==> src/rtl/pin_entry_driver_if.sv <==
// Host/checker-side bus of pin_entry_driver.
// Defining PIN_ENTRY_STATS_EN adds the pass/fail counters.
interface pin_entry_driver_if;
  logic       start;
  logic [7:0] pin;
  logic       correct;
  logic       incorrect;
  logic       bug;
  logic [3:0] digit_switches;
  logic       submit;
  logic       busy;
  logic       done;
  logic       pass;
  logic       fail;
  logic       timeout;
`ifdef PIN_ENTRY_STATS_EN
  logic [7:0] pass_count;
  logic [7:0] fail_count;
`endif

  modport master (
    input  start, pin, correct, incorrect, bug,
`ifdef PIN_ENTRY_STATS_EN
    output pass_count, fail_count,
`endif
    output digit_switches, submit, busy, done, pass, fail, timeout
  );

  modport slave (
    output start, pin, correct, incorrect, bug,
`ifdef PIN_ENTRY_STATS_EN
    input  pass_count, fail_count,
`endif
    input  digit_switches, submit, busy, done, pass, fail, timeout
  );
endinterface

==> src/rtl/pin_entry_driver.sv <==
// Drives a 4-digit PIN one-hot into a DebitPin checker, then reports pass/fail/timeout.
// Optional macro PIN_ENTRY_STATS_EN adds saturating pass_count/fail_count outputs.
module pin_entry_driver #(
  parameter int SETUP_CYCLES   = 1,
  parameter int GAP_CYCLES     = 2,
  parameter int RESULT_TIMEOUT = 16
) (
  input logic                clk,
  input logic                reset,
  pin_entry_driver_if.master bus
);
  localparam int TW_R = $clog2(RESULT_TIMEOUT + 1);
  localparam int TW_S = $clog2(SETUP_CYCLES + 1);
  localparam int TW_G = $clog2(GAP_CYCLES + 1);
  // One timer paces setup, gap and the verdict wait, so it spans the widest of them.
  localparam int TW = (TW_R >= TW_S && TW_R >= TW_G) ? TW_R : ((TW_S >= TW_G) ? TW_S : TW_G);
  localparam logic [TW-1:0] SETUP_LAST = TW'(SETUP_CYCLES - 1);
  localparam logic [TW-1:0] GAP_LAST   = TW'(GAP_CYCLES - 1);
  localparam logic [TW-1:0] WAIT_LAST  = TW'(RESULT_TIMEOUT - 1);

  typedef enum logic [2:0] {IDLE, DRIVE, STROBE, GAP, WAIT_RESULT, DONE} state_t;

  state_t        state, state_n;
  logic [TW-1:0] timer, timer_n;
  logic [1:0]    idx, idx_n;
  logic [7:0]    sh, sh_n;
  logic          pass_q, pass_n, fail_q, fail_n, tmo_q, tmo_n, done_q, done_n;
  logic          verdict;

  assign verdict = bus.correct | bus.incorrect | bus.bug;

  always_ff @(posedge clk) begin
    if (reset) begin
      state  <= IDLE;
      timer  <= '0;
      idx    <= '0;
      sh     <= '0;
      pass_q <= 1'b0;
      fail_q <= 1'b0;
      tmo_q  <= 1'b0;
      done_q <= 1'b0;
    end else begin
      state  <= state_n;
      timer  <= timer_n;
      idx    <= idx_n;
      sh     <= sh_n;
      pass_q <= pass_n;
      fail_q <= fail_n;
      tmo_q  <= tmo_n;
      done_q <= done_n;
    end
  end

  always_comb begin
    state_n = state;
    timer_n = timer;
    idx_n   = idx;
    sh_n    = sh;
    pass_n  = pass_q;
    fail_n  = fail_q;
    tmo_n   = tmo_q;
    done_n  = 1'b0;
    case (state)
      IDLE, DONE: begin
        if (bus.start) begin
          sh_n    = bus.pin;
          idx_n   = '0;
          timer_n = '0;
          pass_n  = 1'b0;
          fail_n  = 1'b0;
          tmo_n   = 1'b0;
          state_n = DRIVE;
        end
      end
      DRIVE: begin
        if (timer == SETUP_LAST) begin
          timer_n = '0;
          state_n = STROBE;
        end else begin
          timer_n = timer + 1'b1;
        end
      end
      STROBE: begin
        timer_n = '0;
        state_n = GAP;
      end
      GAP: begin
        if (timer == GAP_LAST) begin
          timer_n = '0;
          if (idx != 2'd3) begin
            idx_n   = idx + 2'd1;
            sh_n    = {sh[5:0], 2'b00};
            state_n = DRIVE;
          end else begin
            state_n = WAIT_RESULT;
          end
        end else begin
          timer_n = timer + 1'b1;
        end
      end
      WAIT_RESULT: begin
        // A verdict on the final wait cycle beats the timeout.
        if (verdict) begin
          fail_n  = bus.incorrect | bus.bug;
          pass_n  = bus.correct & ~(bus.incorrect | bus.bug);
          done_n  = 1'b1;
          state_n = DONE;
        end else if (timer == WAIT_LAST) begin
          tmo_n   = 1'b1;
          done_n  = 1'b1;
          state_n = DONE;
        end else begin
          timer_n = timer + 1'b1;
        end
      end
      default: state_n = IDLE;
    endcase
  end

  assign bus.digit_switches = (state inside {DRIVE, STROBE, GAP}) ? (4'b0001 << sh[7:6]) : 4'b0000;
  assign bus.submit         = (state == STROBE);
  assign bus.busy           = state inside {DRIVE, STROBE, GAP, WAIT_RESULT};
  assign bus.done           = done_q;
  assign bus.pass           = pass_q;
  assign bus.fail           = fail_q;
  assign bus.timeout        = tmo_q;

`ifdef PIN_ENTRY_STATS_EN
  logic [7:0] pass_cnt, fail_cnt;

  always_ff @(posedge clk) begin
    if (reset) begin
      pass_cnt <= '0;
      fail_cnt <= '0;
    end else if (done_n) begin
      if (pass_n && pass_cnt != 8'hFF) pass_cnt <= pass_cnt + 8'd1;
      if (fail_n && fail_cnt != 8'hFF) fail_cnt <= fail_cnt + 8'd1;
    end
  end

  assign bus.pass_count = pass_cnt;
  assign bus.fail_count = fail_cnt;
`endif
endmodule
==> src/flat_wrapper.sv <==
// flat-port wrapper written by rule: the top's interface ports become plain ports
module pin_entry_driver_flat 
#(
  parameter int SETUP_CYCLES   = 1,
  parameter int GAP_CYCLES     = 2,
  parameter int RESULT_TIMEOUT = 16
)
  (clk, reset, bus_start, bus_pin, bus_correct, bus_incorrect, bus_bug, bus_digit_switches, bus_submit, bus_busy, bus_done, bus_pass, bus_fail, bus_timeout);
  pin_entry_driver_if bus_i ();
  input logic clk;
  input logic reset;
  input wire logic [$bits(bus_i.start)-1:0] bus_start;
  input wire logic [$bits(bus_i.pin)-1:0] bus_pin;
  input wire logic [$bits(bus_i.correct)-1:0] bus_correct;
  input wire logic [$bits(bus_i.incorrect)-1:0] bus_incorrect;
  input wire logic [$bits(bus_i.bug)-1:0] bus_bug;
  output wire logic [$bits(bus_i.digit_switches)-1:0] bus_digit_switches;
  output wire logic [$bits(bus_i.submit)-1:0] bus_submit;
  output wire logic [$bits(bus_i.busy)-1:0] bus_busy;
  output wire logic [$bits(bus_i.done)-1:0] bus_done;
  output wire logic [$bits(bus_i.pass)-1:0] bus_pass;
  output wire logic [$bits(bus_i.fail)-1:0] bus_fail;
  output wire logic [$bits(bus_i.timeout)-1:0] bus_timeout;
  assign bus_i.start = bus_start;
  assign bus_i.pin = bus_pin;
  assign bus_i.correct = bus_correct;
  assign bus_i.incorrect = bus_incorrect;
  assign bus_i.bug = bus_bug;
  assign bus_digit_switches = bus_i.digit_switches;
  assign bus_submit = bus_i.submit;
  assign bus_busy = bus_i.busy;
  assign bus_done = bus_i.done;
  assign bus_pass = bus_i.pass;
  assign bus_fail = bus_i.fail;
  assign bus_timeout = bus_i.timeout;
  pin_entry_driver #(.SETUP_CYCLES(SETUP_CYCLES), .GAP_CYCLES(GAP_CYCLES), .RESULT_TIMEOUT(RESULT_TIMEOUT)) u_core (.clk(clk), .reset(reset), .bus(bus_i));
endmodule
==> config.mk <==
export PLATFORM = sky130hd
export DESIGN_NAME = pin_entry_driver_flat
export DESIGN_NICKNAME = d
export VERILOG_FILES = /design/src/rtl/pin_entry_driver_if.sv /design/src/rtl/pin_entry_driver.sv /design/src/flat_wrapper.sv
export SDC_FILE = /design/constraint.sdc
export NUM_CORES = 1
export LEC_CHECK = 0
export ABC_AREA = 1
export CORE_MARGIN = 3
export CORE_UTILIZATION = 55
export DETAILED_ROUTE_END_ITERATION = 16
export DONT_BUFFER_PORTS = 1
export PLACE_DENSITY = 0.73
export SKIP_CTS_REPAIR_TIMING = 1
export SYNTH_ARGS = -nofsm -noshare
export SYNTH_HDL_FRONTEND = slang
export SYNTH_SLANG_ARGS = --single-unit
==> constraint.sdc <==
create_clock -name clk -period 1.4 [get_ports clk]
set_clock_uncertainty 0.05 [all_clocks]
set_input_delay 0.14 -clock clk [delete_from_list [all_inputs] [get_ports clk]]
set_output_delay 0.14 -clock clk [all_outputs]
set_load 0.02 [all_outputs]
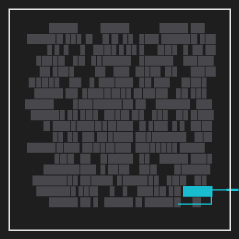
Fig. 1. Nets reached from selected ports.
Drawn at 4 px/um.
| port | colour | bits | direction | edge | end cells | buffers | wire |
|---|---|---|---|---|---|---|---|
| bus_fail | cyan | 1 | output | east | 1 | 0 | 16.4 um |
number of port buffers: 0
number of I/O pins: 24

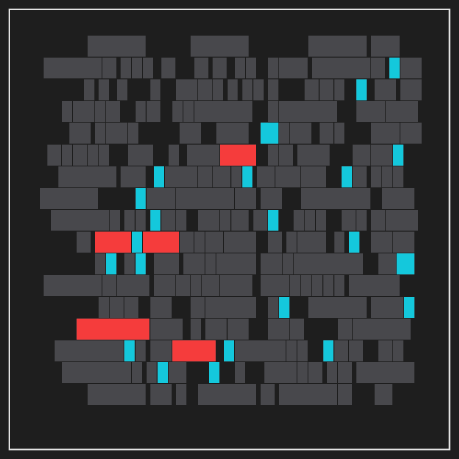
Fig. 2. Selected gate families.
Drawn at 8 px/um.
| family | colour | cells |
|---|---|---|
| fa/ha/maj cells | red | 5 |
| inv cells | cyan | 22 |
combinational share of cell area: 0.534
most instantiated logic cell after routing: sky130_fd_sc_hd__nand2_1
number of standard cells in the layout, taps in and fillers out: 247

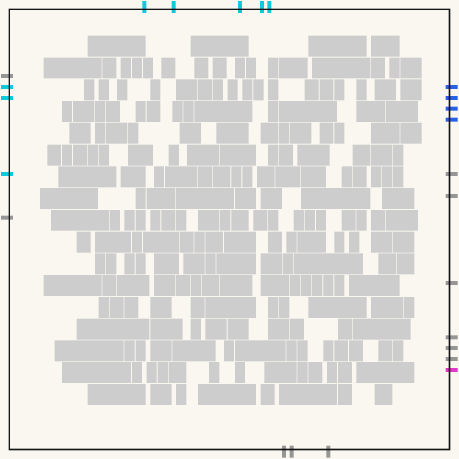
Fig. 3. I/O pins on the die edge.
Drawn at 8 px/um. Pins as bars across the die edge, other pins in grey.
| port | colour | pins | direction | edge |
|---|---|---|---|---|
| bus_pin | cyan | 8 | input | 5 north, 3 west |
| bus_digit_switches | blue | 4 | output | east |
| bus_fail | magenta | 1 | output | east |
all pins by edge: 11 east, 5 west, 5 north, 3 south
die height: 54.9 um
die extent in x: 54.9 um

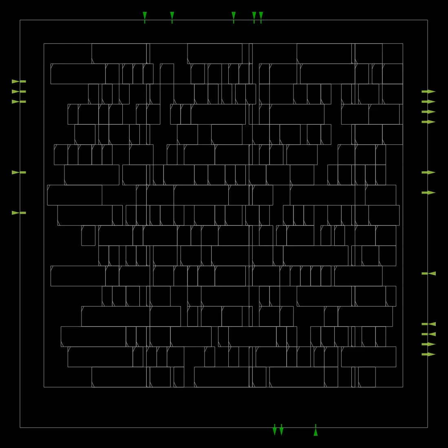
Fig. 4. Placed standard cells.
sequential cell area share: 0.272
Layout fillers: 177
flop count: 22
Post-Route Utilization: 0.750

==> notes.md <==
Status of the implementation.

- TritonCTS built the clock tree.
- The areal power density over the cells is 1850 nW/um2, for reference.
- The initial antenna violation count is 0, for reference.
- The average wire per standard cell is 13.0 um, for reference.
- The combinational cell area excluding buffers and inverters is 895 um2, for reference.
- The pre-antenna-repair detailed-routing pass consisted of 4 iterations.
- The signed area change from the synthesized netlist to the final layout is 27.6%, for reference.
- Looking at the clock tree report, the H-tree level count equals 1.
- The wire length of the first global-routing pass is 4620 um, for reference.
- The clock-pin slew reported for the worst setup and hold paths after clock tree synthesis is 130 ps, for reference.
- The global route total overflow is 0, for reference.
- Leaving out fill and tap cells, the most frequent cells in the layout are sky130_fd_sc_hd__nand2_1, sky130_fd_sc_hd__buf_4, sky130_fd_sc_hd__dfxtp_1, sky130_fd_sc_hd__nor2_1.
- The initial DRC count is 38, for reference.
- No sink is reached through more buffers than the 2 on the longest clock path.
- The worst-margin pin slew is 310 ps, for reference.
- Adding up every negative setup slack in the final design gives -1580 ps.
- Wires add up to 3210 um.
- Data on the critical path arrives at its endpoint at 1790 ps.
- In this run the worst hold path is classified as input pin to flip-flop.
- The area of the mapped netlist is 1310 um2, for reference.
- The area recorded from the Yosys report for this design is 1310 um2.
- The count of mapped cells out of synthesis is 198, for reference.
- The number of cells in the design after placement is 237, for reference.
- The placement stage leaves a total instance area of 1480 um2.
- Warnings reported by Yosys during synthesis add up to 0.
- The number of buffer and inverter stages on the critical path is 1, for reference.
- Overall power consumption after layout is estimated at 3.10 mW.
- Headroom to the max-slew limit came out at 0.793.
- The number of antenna diodes in the final layout is 0.
- The cell class contributing the biggest share of worst-path delay is simple AND/OR/NAND/NOR gates, for reference.
- Across all stage logs, warnings added up to 31.
- In the finished design, the share of the clock period the worst path needs comes to 1.13.
- The path type of the worst setup path is flip-flop to flip-flop, for reference.
- The final cell area excluding filler cells is 1670 um2, for reference.
- In this run the critical path is formed by ha_4 -> nand2_4 -> nor2_2 -> ha_2 -> inv_2 -> nand3_4 -> nor2_4 -> o21ai_1 -> a21oi_1.
- The startpoint type of the worst setup path is a flip-flop, for reference.
- Per the detail_route report, DRC violations left total 0.
- According to the CTS report, the clock sink count is 22.
- The checks that failed: negative hold slack, negative setup slack.
- The global router's overall resource usage is 0.214, for reference.
- In the final report, the number of pins over their slew limit comes to 0.
- Setup repair after global routing could not meet its margin everywhere.
- The worst-case IR drop observed on VDD is 1.13 mV.
- The number of global-route vias before repair came to 1135.
- The post-DP HPWL is 2250 um, for reference.
- The netlist uses 23 different library cells.
- The run finished, with violations left.
- The number of failing setup endpoints in the final timing report is 13, for reference.
- At floorplan, the net count of the design was reported as 217.
- Per STA, the highest per-stage delay on the worst path measures 380 ps.
- Walking the critical path from launch to capture passes 9 cell instances.
- In the floorplan report the effective utilization is 0.588.
- The minimum period implied by the final worst setup slack is 1580 ps, for reference.
- Entering global routing, the biggest net connects 19 pins.
- The most critical hold endpoint after final layout shows a slack of -193 ps.
- Row generation in the floorplan step produced 17 rows.
- The largest individual stage delay along the critical path comes from the cell sky130_fd_sc_hd__dfxtp_4.
- At the placement stage, the worst setup path has a slack of -240 ps.
- The final RePlAce weighted congestion is 0.892, for reference.
- The die covers 3010 um2.
- The number of hold violations in the final report is 18, for reference.
- The largest fanout on the critical path is 5, for reference.
- The fmax is 0.632 GHz, for reference.
- The data required time of the critical path is 1610 ps, for reference.
- The area of all sequential standard cells is 455 um2, for reference.
- The total number of vias is 1350, for reference.
- The number of nets still failing antenna checks after routing is 0, for reference.
- After detailed routing, the number of vias per cell comes to 5.47.
- In this run the static leakage power is 0.748 nW.
- In this run the clock root is driven by a sky130_fd_sc_hd__clkbuf_4.
- The worst reg2reg path depth is 9, for reference.
- The layout net count is 239, for reference.
- Yosys stat counts 198 cells in the synthesized netlist.
- The worst setup path is captured at a flip-flop.
- The run reported a max-capacitance violation count of 0.
- The fraction of final layout cells sized beyond drive strength 1 is 0.320, for reference.
- The report gives the cell count of the worst hold path as 1.
- A synthesized cell averages 6.63 um2.
- The latest clock arrival within the worst-skew pair is 320 ps, for reference.
- After synthesis the netlist holds a flip-flop and latch count of 22.
- The register share after synthesis is 0.336, for reference.
- The core box area is 2230 um2, for reference.
- The number of clock buffers inserted by TritonCTS is 3, for reference.
- The minimum setup slack in the final design is -182 ps, for reference.
==> power by group <==
part	switching [mW]	leakage (nW)	internal [mW]
registers	0.156	0.182	0.792
clock network	0.207	0.0210	0.159
logic	1.14	0.546	0.648
==> cells by family after synthesis <==
| family | count (synthesis) | synth area share |
|---|---|---|
| XOR/XNOR | 1 | 0.00667 |
| AND/OR/NAND/NOR | 119 | 0.425 |
| buffers and inverters | 26 | 0.0877 |
| AND-OR/OR-AND | 25 | 0.0972 |
| flip-flops | 22 | 0.336 |
| adder cells (fa/ha/maj) | 5 | 0.0477 |
==> per-layer routing <==
layer / GRT usage / vias up / routed length, um
met5: 0 / - / 0
met1: 0.260 / 633 / 1410
met4: 0.0747 / 0 / 66
met2: 0.374 / 30 / 1600
li1: - / 678 / -
met3: 0.0354 / 9 / 130
==> path summary, 6_finish.rpt <==
check	endpoint	startpoint	slack, ps
min	u_core.state[1]	reset	-190
min reg2reg	u_core.sh[4]	u_core.sh[4]	420
max reg2reg	u_core.timer[1]	u_core.timer[1]	-180
max	u_core.timer[1]	u_core.timer[1]	-180
==> cell usage after synthesis <==
| master | instances | area, um2 |
|---|---|---|
| sky130_fd_sc_hd__o21ai_0 | 7 | 35.0 |
| sky130_fd_sc_hd__clkbuf_1 | 2 | 7.51 |
| sky130_fd_sc_hd__inv_4 | 1 | 6.26 |
| sky130_fd_sc_hd__dfxtp_1 | 22 | 440 |
| sky130_fd_sc_hd__ha_1 | 5 | 62.6 |
| sky130_fd_sc_hd__nand3_4 | 1 | 17.5 |
| sky130_fd_sc_hd__inv_1 | 19 | 71.3 |
| sky130_fd_sc_hd__nand3b_1 | 2 | 15.0 |
| sky130_fd_sc_hd__nand4_1 | 2 | 12.5 |
| sky130_fd_sc_hd__buf_6 | 2 | 22.5 |
| sky130_fd_sc_hd__nor2_2 | 1 | 6.26 |
| sky130_fd_sc_hd__a21oi_1 | 17 | 85.1 |
| sky130_fd_sc_hd__nand2_4 | 4 | 45.0 |
| sky130_fd_sc_hd__nor2_1 | 20 | 75.1 |
| sky130_fd_sc_hd__nand2_1 | 59 | 221 |
| sky130_fd_sc_hd__nor3_1 | 6 | 30.0 |
| sky130_fd_sc_hd__nand3_1 | 19 | 95.1 |
| sky130_fd_sc_hd__nand3_2 | 1 | 10.0 |
| sky130_fd_sc_hd__o21bai_1 | 1 | 7.51 |
| sky130_fd_sc_hd__nor2_4 | 1 | 11.3 |
| sky130_fd_sc_hd__nand2_2 | 3 | 18.8 |
| sky130_fd_sc_hd__xor2_1 | 1 | 8.76 |
| sky130_fd_sc_hd__inv_2 | 2 | 7.51 |
==> area by class of cell <==
class | instances | share of cell area
multi-input combinational | 150 | 0.534
sequential | 22 | 0.272
timing repair buffer | 21 | 0.0987
inverter | 22 | 0.0523
clock buffer | 4 | 0.0217
tap | 28 | 0.0209
==> state kept, by name (all words and copies together), names as in the netlist <==
name and cells:
u_core.idx 2, u_core.sh 8, u_core.timer 5, u_core.bus.fail 1
u_core.bus.done 1, u_core.bus.timeout 1, u_core.bus.pass 1, u_core.state 3
Power and IR drop assume default switching activity.
